Cell classes on the final placement:
(4 px per um) Fill, decap, tap and diode cells in gray.
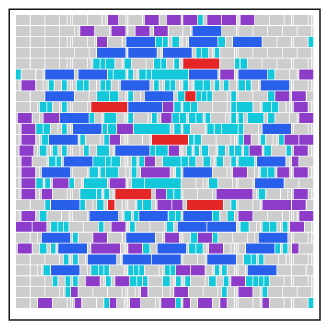
The metal 3 layer:
(6 px per um)
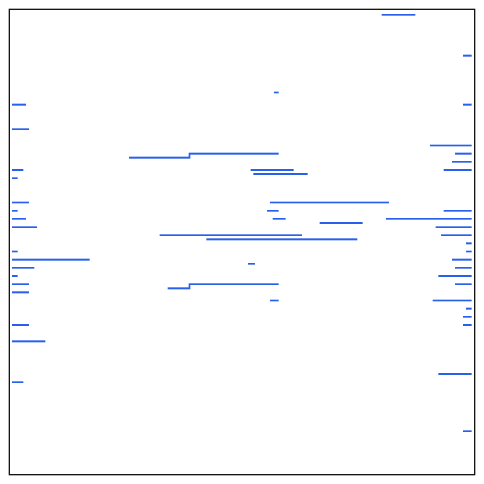
Routing congestion map:
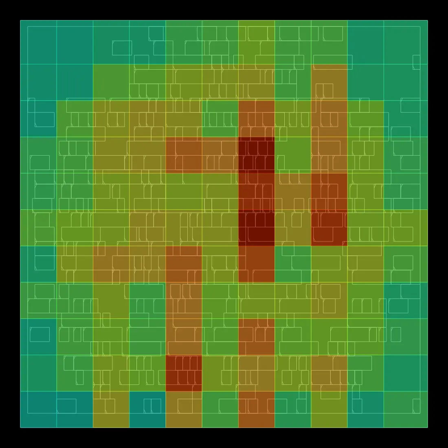
Selected gate families:
(4 px per um)
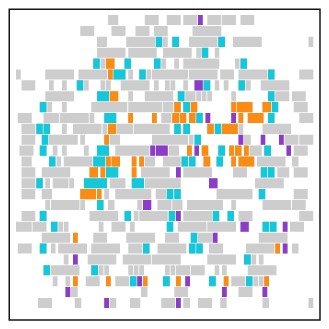
Design addr_seq, sky130hd; sources not shown.
==> reports/qor.yml <==
outcome: "complete, but fails checks"
violations: "negative setup slack"
cts.sinks: 44
layout.nets: 395
place_inst: 415
syn_inst: 274
n_all_inverters: 27
max-cap-violations: 0
place.gp.congestion: 0.748
yosysChipArea_um2: 1990
cts_root_buf: "clkbuf_16"
n_all_buffers: 87
cts_made_buffers: 5
rsz0062_at_grt: "true"
die_y_um: 77.3
area_leaders: "dfxtp_1 (44%), nor2_1 (13%), o21ai_0 (8.6%), nand2_1 (5.7%), a21oi_1 (4.8%)"
worstSetupPathType: "flop to output port"
fin_tns_setup_ns: -0.0134
yosysTopAreaCell: "dfxtp_1"
warning_count: 31
clkPwrFrac: 0.168
yosys_warnings: 0
netlist_logic_family_top: "simple AND/OR/NAND/NOR gates"
n_clock_buffer: 5
grtUsageMet1: 0.233
final.period_utilization: 1.01
common_cells: "nor2_1 (67), dfxtp_1 (44), o21ai_0 (34)"
syn_area_per_cell_um2: 7.25
die-width_um: 77.3
timing.final.crit_period_ns: 2.07
edf_count: 0
cp.depth: 6
p_seq_w: 0.00136
port_buffers: 74
placed_area_um2: 2790
p_comb_w: 0.00237
antennaDiodeCount: 0
ir_drop_v: 0.000636
synth-async-reset-ratio: 0
synthDistinctLibCells: 18
combPwrFrac: 0.529
cts_tree: "done"
pg_clk_w: 0.000752
p_int_w: 0.00263
yosysSeqAreaShare: 0.444
netlist_area_um2: 1990
synthAoiAreaFrac: 0.176
antenna_found_initial: 0
hold_path_depth: 2
final_hold_viol_count: 0
crit_path_max_incr_delay_ns: 0.37
pwr-share-seq: 0.304
syn2layout_area_growth_pct: 53.1
fmaxAchievable_mhz: 482
logic_area_um2: 967
setup_viol: 1
yosysTopAreaCellShare: 0.444
clk_share: 0.0453
simple_gate_share: 0.232
cts_hold_buf: 0
dp_hpwl_um: 3780
power.density_nw_per_um2: 1470
first_global_vias: 1811
core_area_um2: 5470
critPathBufInv: 3
critPathTopFamily: "flip-flops"
ys_cells: 274
grt_max_degree: 45
avgViaCountPerCell: 4.63
synthMuxAreaShare: 0
final-seq-area_um2: 888
drt_iter0_drc: 116
fillers: 531
die_area_um2: 5980
wl_met3_um: 271
postCtsSetupBuffers: 0
whs_ns: 0.431
regToRegSetupSlack_ns: 0.41
hold_path.class: "flop to flop"
worst_r2r_path_depth: 11
required_ns: 1.39
cpMaxStageDelayCell: "dfxtp_4"
maxSlewViolCount: 0
nMultiInputCombCells: 188
antenna_left: 0
utilization: 0.555
switching_share: 0.413
yosysMostFrequentCell: "nor2_1"
drc: 0
crit_chain: "inv_6 -> ha_4 -> buf_6 -> nand2_1 -> a21oi_2 -> buf_4"
wirelength_met1_um: 2500
path_clk_slew_ns: 0.06
drive_above_1_share: 0.198
power_w: 0.00448
grt_pass1_wl_um: 8600
largest_reg_flops: 16
ys.flop_type: "dfxtp_1"
htree_levels: 2
ys_sh_adder: 0.0252
taps: 72
endpoint_kind: "output port"
setup_slack_ns: -0.0134
wirelength_um: 5360
grt_use_met2: 0.312
cts.path.max_buffers: 2
post-place-ws_ns: -0.302
power-top-group: "combinational cells"
io_pins: 78
clk_latency_ns: 0.28
dr.pass1.iters: 4
top_layer_used: "met4"
flops: 44
final-nonclk-buf-share: 0.276
largestClassByArea: "multi-input combinational cells"
p_sw_w: 0.00185
worstPathMaxFanout: 5
most-common-layout-cells: "nor2_1 (67), clkdlybuf4s50_1 (54), dfxtp_1 (42)"
wl_per_cell_um: 12.6
ys_sh_xor: 0
design_area_um2: 3040
-- 'cell classes on the final placement' (at the start) --
[blue] sequential cells | cells: 44 | share of their area: 30%
[red] clock drivers and dummy loads | cells: 7 | share of their area: 4.7%
[purple] remaining buffers and delay cells | cells: 87 | share of their area: 28%
[cyan] combinational and other logic | cells: 215 | share of their area: 37%
flop share of the area: 0.292
Row Count: 27

-- 'the metal 3 layer' (at the start) --
main direction: horizontal
share of all routed wire: 5.1%
wire length on this layer: 272 um
longest straight run: 24.8 um
DR vias: 1969
met3 usage: 0.0405

-- 'routing congestion map' (at the start) --
Top Usage Layer GRT: met2
Overall Global Routing Usage: 0.184

-- 'selected gate families' (at the start) --
[purple] inv cells | cells: 27 | most used: inv_1
[orange] nand cells | cells: 44 | most used: nand2_1
[cyan] aoi and oai cells | cells: 70 | most used: o21ai_0 | where: spread over the die
logic share of the area: 0.318
Layout Cells excl Fill: 425
highest-count logic cell in the final layout: nor2_1

Power figures rest on the tool's default switching activity, not on a simulated workload.
